run_1/wires.png
Bar = 20 um.
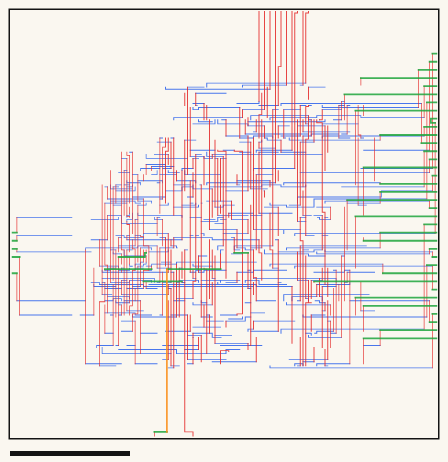
run_1/io_placement.png
Bar = 20 um. Pins as bars across the die edge, other pins in grey.
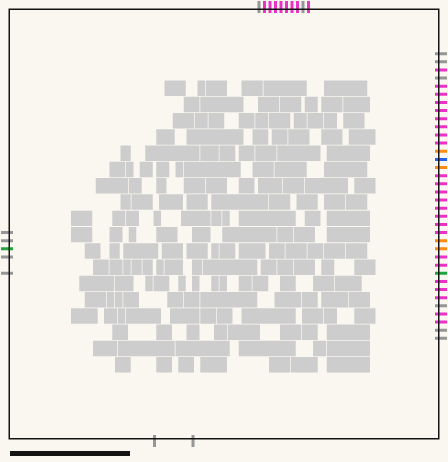
run_1/layer_met3.png
Bar = 20 um.
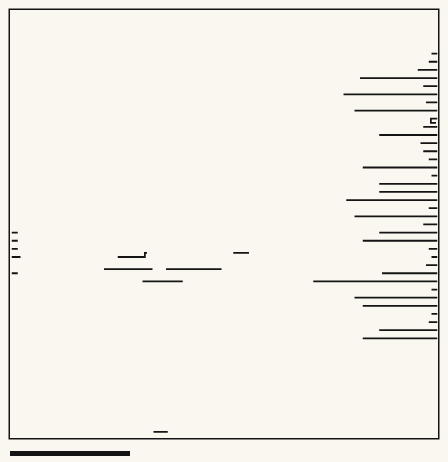
$ cat src/rtl/rr_bus_arbiter_if.sv
// rr_bus_arbiter_if: request/data inputs and grant/bus outputs of the round-robin bus arbiter
interface rr_bus_arbiter_if #(parameter int N = 4, parameter int W = 8);
  logic [N-1:0]         req;
  logic [N*W-1:0]       data_in;
  logic [N-1:0]         grant;
  logic [$clog2(N)-1:0] owner;
  logic                 bus_valid;
  logic [W-1:0]         bus_out;
  modport master (output req, data_in, input grant, owner, bus_valid, bus_out);
  modport slave  (input req, data_in, output grant, owner, bus_valid, bus_out);
endinterface

$ cat src/rtl/rr_bus_arbiter.sv
// rr_bus_arbiter: round-robin arbiter sharing one W-bit bus among N requesters with bounded tenure
module rr_bus_arbiter #(
  parameter int N        = 4,
  parameter int W        = 8,
  parameter int MAX_HOLD = 8
) (
  input  logic            clk,
  input  logic            resetn,
  rr_bus_arbiter_if.slave bus
);
  localparam int OW = $clog2(N);
  localparam int HW = MAX_HOLD > 1 ? $clog2(MAX_HOLD) : 1;
  typedef enum logic {IDLE, BUSY} state_t;
  state_t          state, state_n;
  logic [N-1:0]    grant, grant_n;
  logic [OW-1:0]   owner, owner_n, ptr, ptr_n, start, pick, idx;
  logic [HW-1:0]   hold_cnt, hold_n;
  logic            found, rel;
  logic [W-1:0]    bus_out;
  // the downward scan lets the lowest rotation offset win, the current owner being scanned last
  always_comb begin
    start = state == BUSY ? OW'((int'(owner) + 1) % N) : ptr;
    pick  = '0;
    found = 1'b0;
    idx   = '0;
    for (int k = N - 1; k >= 0; k--) begin
      idx = OW'((int'(start) + k) % N);
      if (bus.req[idx]) begin
        pick  = idx;
        found = 1'b1;
      end
    end
  end
  always_comb begin
    rel     = state == IDLE || !bus.req[owner] || hold_cnt == HW'(MAX_HOLD - 1);
    state_n = state;
    grant_n = grant;
    owner_n = owner;
    ptr_n   = ptr;
    hold_n  = hold_cnt + 1'b1;
    if (rel) begin
      state_n = found ? BUSY : IDLE;
      grant_n = found ? N'(1) << pick : '0;
      owner_n = found ? pick : '0;
      ptr_n   = found ? OW'((int'(pick) + 1) % N) : ptr;
      hold_n  = '0;
    end
  end
  always_ff @(posedge clk or negedge resetn) begin
    if (!resetn) begin
      state    <= IDLE;
      grant    <= '0;
      owner    <= '0;
      ptr      <= '0;
      hold_cnt <= '0;
    end else begin
      state    <= state_n;
      grant    <= grant_n;
      owner    <= owner_n;
      ptr      <= ptr_n;
      hold_cnt <= hold_n;
    end
  end
  // masking by grant keeps non-owner data, even unknown, off the bus
  always_comb begin
    bus_out = '0;
    for (int i = 0; i < N; i++) bus_out = bus_out | (bus.data_in[i*W +: W] & {W{grant[i]}});
  end
  assign bus.grant     = grant;
  assign bus.owner     = owner;
  assign bus.bus_valid = |grant;
  assign bus.bus_out   = bus_out;
endmodule

$ cat src/flat_wrapper.sv
// flat-port wrapper written by rule: the top's interface ports become plain ports
module rr_bus_arbiter_flat 
#(
  parameter int N        = 4,
  parameter int W        = 8,
  parameter int MAX_HOLD = 8
)
  (clk, resetn, bus_req, bus_data_in, bus_grant, bus_owner, bus_bus_valid, bus_bus_out);
  rr_bus_arbiter_if #(.N(N), .W(W)) bus_i ();
  input  logic clk;
  input  logic resetn;
  input wire logic [$bits(bus_i.req)-1:0] bus_req;
  input wire logic [$bits(bus_i.data_in)-1:0] bus_data_in;
  output wire logic [$bits(bus_i.grant)-1:0] bus_grant;
  output wire logic [$bits(bus_i.owner)-1:0] bus_owner;
  output wire logic [$bits(bus_i.bus_valid)-1:0] bus_bus_valid;
  output wire logic [$bits(bus_i.bus_out)-1:0] bus_bus_out;
  assign bus_i.req = bus_req;
  assign bus_i.data_in = bus_data_in;
  assign bus_grant = bus_i.grant;
  assign bus_owner = bus_i.owner;
  assign bus_bus_valid = bus_i.bus_valid;
  assign bus_bus_out = bus_i.bus_out;
  rr_bus_arbiter #(.N(N), .W(W), .MAX_HOLD(MAX_HOLD)) u_core (.clk(clk), .resetn(resetn), .bus(bus_i));
endmodule
$ cat config.mk
export PLATFORM = sky130hd
export DESIGN_NAME = rr_bus_arbiter_flat
export DESIGN_NICKNAME = d
export VERILOG_FILES = /design/src/rtl/rr_bus_arbiter_if.sv /design/src/rtl/rr_bus_arbiter.sv /design/src/flat_wrapper.sv
export SDC_FILE = /design/constraint.sdc
export NUM_CORES = 1
export LEC_CHECK = 0
export CORE_MARGIN = 10
export CORE_UTILIZATION = 33
export CTS_CLUSTER_DIAMETER = 30
export DETAILED_ROUTE_END_ITERATION = 10
export MAX_ROUTING_LAYER = met4
export PLACE_DENSITY = 0.81
export SLEW_MARGIN = 20
export SYNTH_ARGS = -nofsm -noshare
export SYNTH_HDL_FRONTEND = slang
export SYNTH_SLANG_ARGS = --single-unit
$ cat constraint.sdc
create_clock -name clk -period 1.75 [get_ports clk]
set_input_delay 0.35 -clock clk [delete_from_list [all_inputs] [get_ports clk]]
set_output_delay 0.35 -clock clk [all_outputs]
set_load 0.05 [all_outputs]
==> flow.log, run 1 <==
[flow] collecting metrics
[metrics] relative contribution of combinational cells to total power: 0.781
[metrics] CTS clk-pin slew, worst paths: 0.08 ns
[metrics] number of cells produced by synthesis: approximately 100
[metrics] data arrival time of the worst path: 1.40 ns
[metrics] global route hottest layer: met2
[metrics] post-DR wirelength/cell: 19.5 um
[metrics] violations in the final reports: negative setup slack
[metrics] Area Growth Syn to Fin: 104%
[metrics] clk_lat worst skew: 0.27 ns
[metrics] root buffer selected by CTS: sky130_fd_sc_hd__clkbuf_4
[metrics] Reg with most FFs: u_core.bus.grant
[metrics] number of max-capacitance violations reported: 0
[metrics] Core Box Area: 2500 sq um
[metrics] final worst slack: -0.00134 ns
[metrics] Worst setup EP type: output pin
[metrics] switching share of power: 0.478
[metrics] DRC errors left: 0
[metrics] R2R Setup Slk: roughly 0.050 ns
[metrics] Hold Buf Count CTS: 0
[metrics] dominant register cell in the synthesized netlist: sky130_fd_sc_hd__dfrtp_1
[metrics] clock tree from TritonCTS: built
[metrics] maximum frequency from static timing analysis: between 500 and 600 MHz
[metrics] critical register-to-register path endpoint: u_core.ptr[1]
[metrics] biggest registers after layout: u_core.bus.grant x4, u_core.hold_cnt x3
[metrics] Non-Filler Instances: 198
[metrics] Least-Margin Pin Slew: 0.523 ns
[metrics] final count of hold timing violations: 0
[metrics] clock network fraction of design power: 0.056
[metrics] cell area after synthesis: 877 sq um
[metrics] Largest register FFs: 4
[metrics] number of endpoints failing setup at the final stage: 1
[metrics] Worst Hold Slack: around 0.42 ns
[metrics] initial core utilization: 0.351
[metrics] top cells by area, synth: sky130_fd_sc_hd__dfrtp_1 34%, sky130_fd_sc_hd__a22oi_1 14%, sky130_fd_sc_hd__nand2_1 6.8%
[metrics] run status: complete, but fails checks
[metrics] overflow left after global routing: 0
[metrics] Yosys top cell by area: sky130_fd_sc_hd__dfrtp_1
[metrics] yosys cell count: ~100
Back to the opening pictures, wires.png:
- green: metal 3 (wire length 274 um)
- red: metal 2 (wire length 1,900 um)
- blue: metal 1 (wire length 1,660 um)
- orange: metal 4 (wire length 27.2 um)

Back to the opening pictures, io_placement.png:
- magenta: bus_data_in (pins 32; direction input; edge 24 east, 8 north)
- blue: bus_bus_valid (pins 1; direction output; edge east)
- orange: bus_grant (pins 4; direction output; edge east)
- green: bus_owner (pins 2; direction output; edge 1 east, 1 west)
count of port buffers added during placement: 52
die x size: 71.6 um

Back to the opening pictures, layer_met3.png:
- longest straight run: 20.5 um
- wire length on this layer: 274 um
- nets with wire on the layer: 46
- share of all routed wire: 7.1%
- main direction: horizontal

## run 1: worst max path at each step
stage	start	to	cells past startpoint
detailed placement	bus_req[3]	u_core.ptr[1]	6
CTS	u_core.bus.grant[2]	bus_bus_out[0]	4
global placement	bus_req[3]	u_core.ptr[1]	6
finish	u_core.bus.grant[2]	bus_bus_out[1]	4
global route	u_core.bus.grant[2]	bus_bus_out[1]	4
floorplan	u_core.bus.owner[0]	u_core.bus.grant[1]	6
## run 1: kinds of logic (layout without fill, tap and decap cells)
kind of cell               count (synthesis)  count (layout)  synth area share
AOI/OAI and AO/OA                         35              35             0.310
and+or+nand+nor                           42              42             0.247
muxes                                      1               1            0.0114
xor gates and xnor gates                   1               1           0.00999
DFF                                       12              12             0.342
adders and majority gates                  2               2            0.0285
buffers and inverters                      9              75            0.0514
## run 1: final cells by class
class / instances / area, sq um
inverter: 2 / 7.51
timing repair buffer: 69 / 771
tap: 30 / 37.5
clock buffer: 4 / 26.3
sequential: 12 / 309
fill: 190 / 713
multi-input combinational: 81 / 636
## run 1: power groups by stage
stage	clock network (mW)	registers (mW)	logic (mW)
after floorplan	0	0.666	1.14
after global placement	0	0.512	2.23
after detailed placement	0	0.524	2.28
after CTS	0.183	0.521	2.31
after global routing	0.194	0.533	2.62
final	0.180	0.519	2.49
## run 1: layer usage
metal | part of all wire | vias to the layer above
met3 | 0.071 | 2
li1 | - | 520
met2 | 0.49 | 52
met4 | 0.0070 | 0
met1 | 0.43 | 555
met5 | 0 | -
## run 1: worst max-delay path, stage by stage, from the launching register on
cell and delay, ns:
sky130_fd_sc_hd__dfrtp_2 0.45, sky130_fd_sc_hd__buf_4 0.18, sky130_fd_sc_hd__a22oi_1 0.23, sky130_fd_sc_hd__nand2_2 0.11, sky130_fd_sc_hd__buf_12 0.16
==> run 1 -> run 2 <==
--- a/config.mk
+++ b/config.mk
@@ -5,13 +5,11 @@
 export SDC_FILE = /design/constraint.sdc
 export NUM_CORES = 1
 export LEC_CHECK = 0
-export CORE_MARGIN = 10
 export CORE_UTILIZATION = 33
 export CTS_CLUSTER_DIAMETER = 30
 export DETAILED_ROUTE_END_ITERATION = 10
 export MAX_ROUTING_LAYER = met4
 export PLACE_DENSITY = 0.81
-export SLEW_MARGIN = 20
 export SYNTH_ARGS = -nofsm -noshare
 export SYNTH_HDL_FRONTEND = slang
 export SYNTH_SLANG_ARGS = --single-unit
run_2/sizes.png
Bar = 20 um.
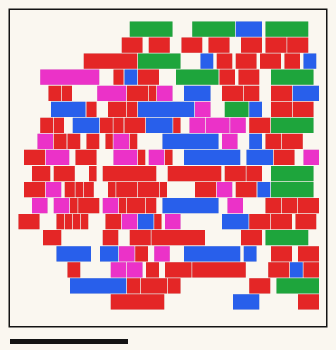
- green: _6 and larger (cells 12)
- magenta: _3 and _4 cells (cells 26)
- red: _0 and _1 cells (cells 102)
- blue: _2 cells (cells 26)

==> flow.log, run 2 <==
[flow] collecting metrics
[metrics] final worst slack: 0.0302 ns
[metrics] area taken by multi-input logic gates: 634 sq um
[metrics] met2 WL post-DR: around 1500 um
[metrics] initial core utilization: 0.351
[metrics] cell area after synthesis: 877 sq um
[metrics] Worst Hold Slack: 0.423 ns
[metrics] Critical-path top delay cell: sky130_fd_sc_hd__or4_4
[metrics] number of buffers and inverters on the critical path: 1
[metrics] worst path cell trace: or4_4 -> buf_6
[metrics] count of port buffers added during placement: 52
[metrics] Largest register FFs: 4
[metrics] DRC errors left: 0
[metrics] data arrival time of the worst path: roughly 1.4 ns
[metrics] maximum frequency from static timing analysis: a little under 600 MHz
[metrics] global route hottest layer: met2
[metrics] number of max-capacitance violations reported: 0
[metrics] largest stage delay on the critical path: between 0.5 and 0.6 ns
[metrics] root buffer selected by CTS: sky130_fd_sc_hd__clkbuf_4
[metrics] final count of hold timing violations: 0
[metrics] CTS clk-pin slew, worst paths: 0.08 ns
[metrics] run status: finished, final reports clean
[metrics] clock tree from TritonCTS: built
[metrics] Reg with most FFs: u_core.bus.grant
[metrics] Non-Filler Instances: 196
[metrics] dominant register cell in the synthesized netlist: sky130_fd_sc_hd__dfrtp_1
[metrics] yosys cell count: 102
[metrics] met1 WL: 1270 um
[metrics] highest metal layer with signal wires: met4
[metrics] Core Box Area: 2500 sq um
[metrics] Least-Margin Pin Slew: 0.539 ns
[metrics] Worst setup EP type: output pin
[metrics] Area Growth Syn to Fin: 99.4%
[metrics] met3 wire length: roughly 280 um
[metrics] Yosys top cell by area: sky130_fd_sc_hd__dfrtp_1
[metrics] filler cell count: roughly 180
[metrics] clk_lat worst skew: 0.27 ns
[metrics] number of cells produced by synthesis: a little over 100
[metrics] number of endpoints failing setup at the final stage: 0
[metrics] post-DR wirelength/cell: 16.3 um
run_2/wires.png
Bar = 20 um.
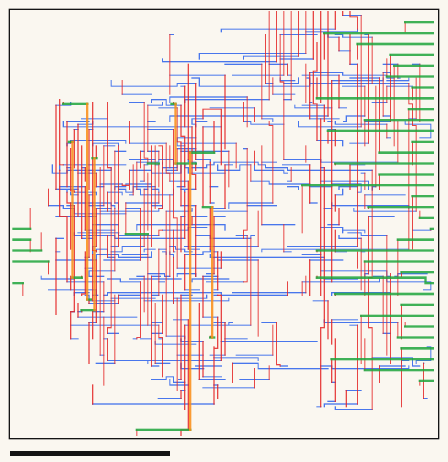
- green: metal 3 (wire length 284 um)
- blue: metal 1 (wire length 1,270 um)
- red: metal 2 (wire length 1,510 um)
- orange: metal 4 (wire length 119 um)

==> run 2: cell type report <==
cell class                 instances  share of cell area
sequential                        12               0.176
tap                               30              0.0215
clock buffer                       4              0.0150
timing repair buffer              67               0.421
inverter                           2             0.00429
multi-input combinational         81               0.363
==> run 2: cells by family (layout without fill, tap and decap cells) <==
group,Yosys count,in the layout,share of synthesized area
buffers and inverters,9,73,0.0514
DFF,12,12,0.342
adders and majority gates,2,2,0.0285
and+or+nand+nor,42,42,0.247
AOI/OAI and AO/OA,35,35,0.310
muxes,1,1,0.0114
xor gates and xnor gates,1,1,0.00999
==> run 2: final timing paths <==
check | start | end | slack [ns] | depth (start not counted)
setup / recovery | u_core.bus.grant[3] | bus_bus_valid | 0.03 | 2
hold / removal | resetn | u_core.bus.grant[2] | 0.42 | 1
setup reg to reg | u_core.state | u_core.ptr[1] | 0.04 | 5
hold reg to reg | u_core.hold_cnt[0] | u_core.hold_cnt[0] | 0.44 | 1
max in group asynchronous | resetn | u_core.bus.owner[0] | 0.93 | 1
min in group clk | u_core.hold_cnt[0] | u_core.hold_cnt[0] | 0.44 | 1
==> run 2: power breakdown <==
part           internal [mW]  leakage, nW  switching (mW)
logic                   1.13        0.584            1.29
clock network         0.0882       0.0150          0.0905
registers              0.397        0.141           0.114
==> run 2: timing repair <==
action	in CTS	in global routing
setup buffers	0	3
endpoints found under the setup margin	4	15
gates resized	5	13
pin swaps	3	1
==> run 2: worst reg2reg max path, stage by stage (launching register included) <==
cell and delay, ns:
sky130_fd_sc_hd__dfrtp_2 0.46, sky130_fd_sc_hd__and3b_1 0.22, sky130_fd_sc_hd__o41ai_2 0.32, sky130_fd_sc_hd__nand4_1 0.26
sky130_fd_sc_hd__a31o_1 0.26, sky130_fd_sc_hd__a31oi_1 0.13
Power and IR drop assume default switching activity.
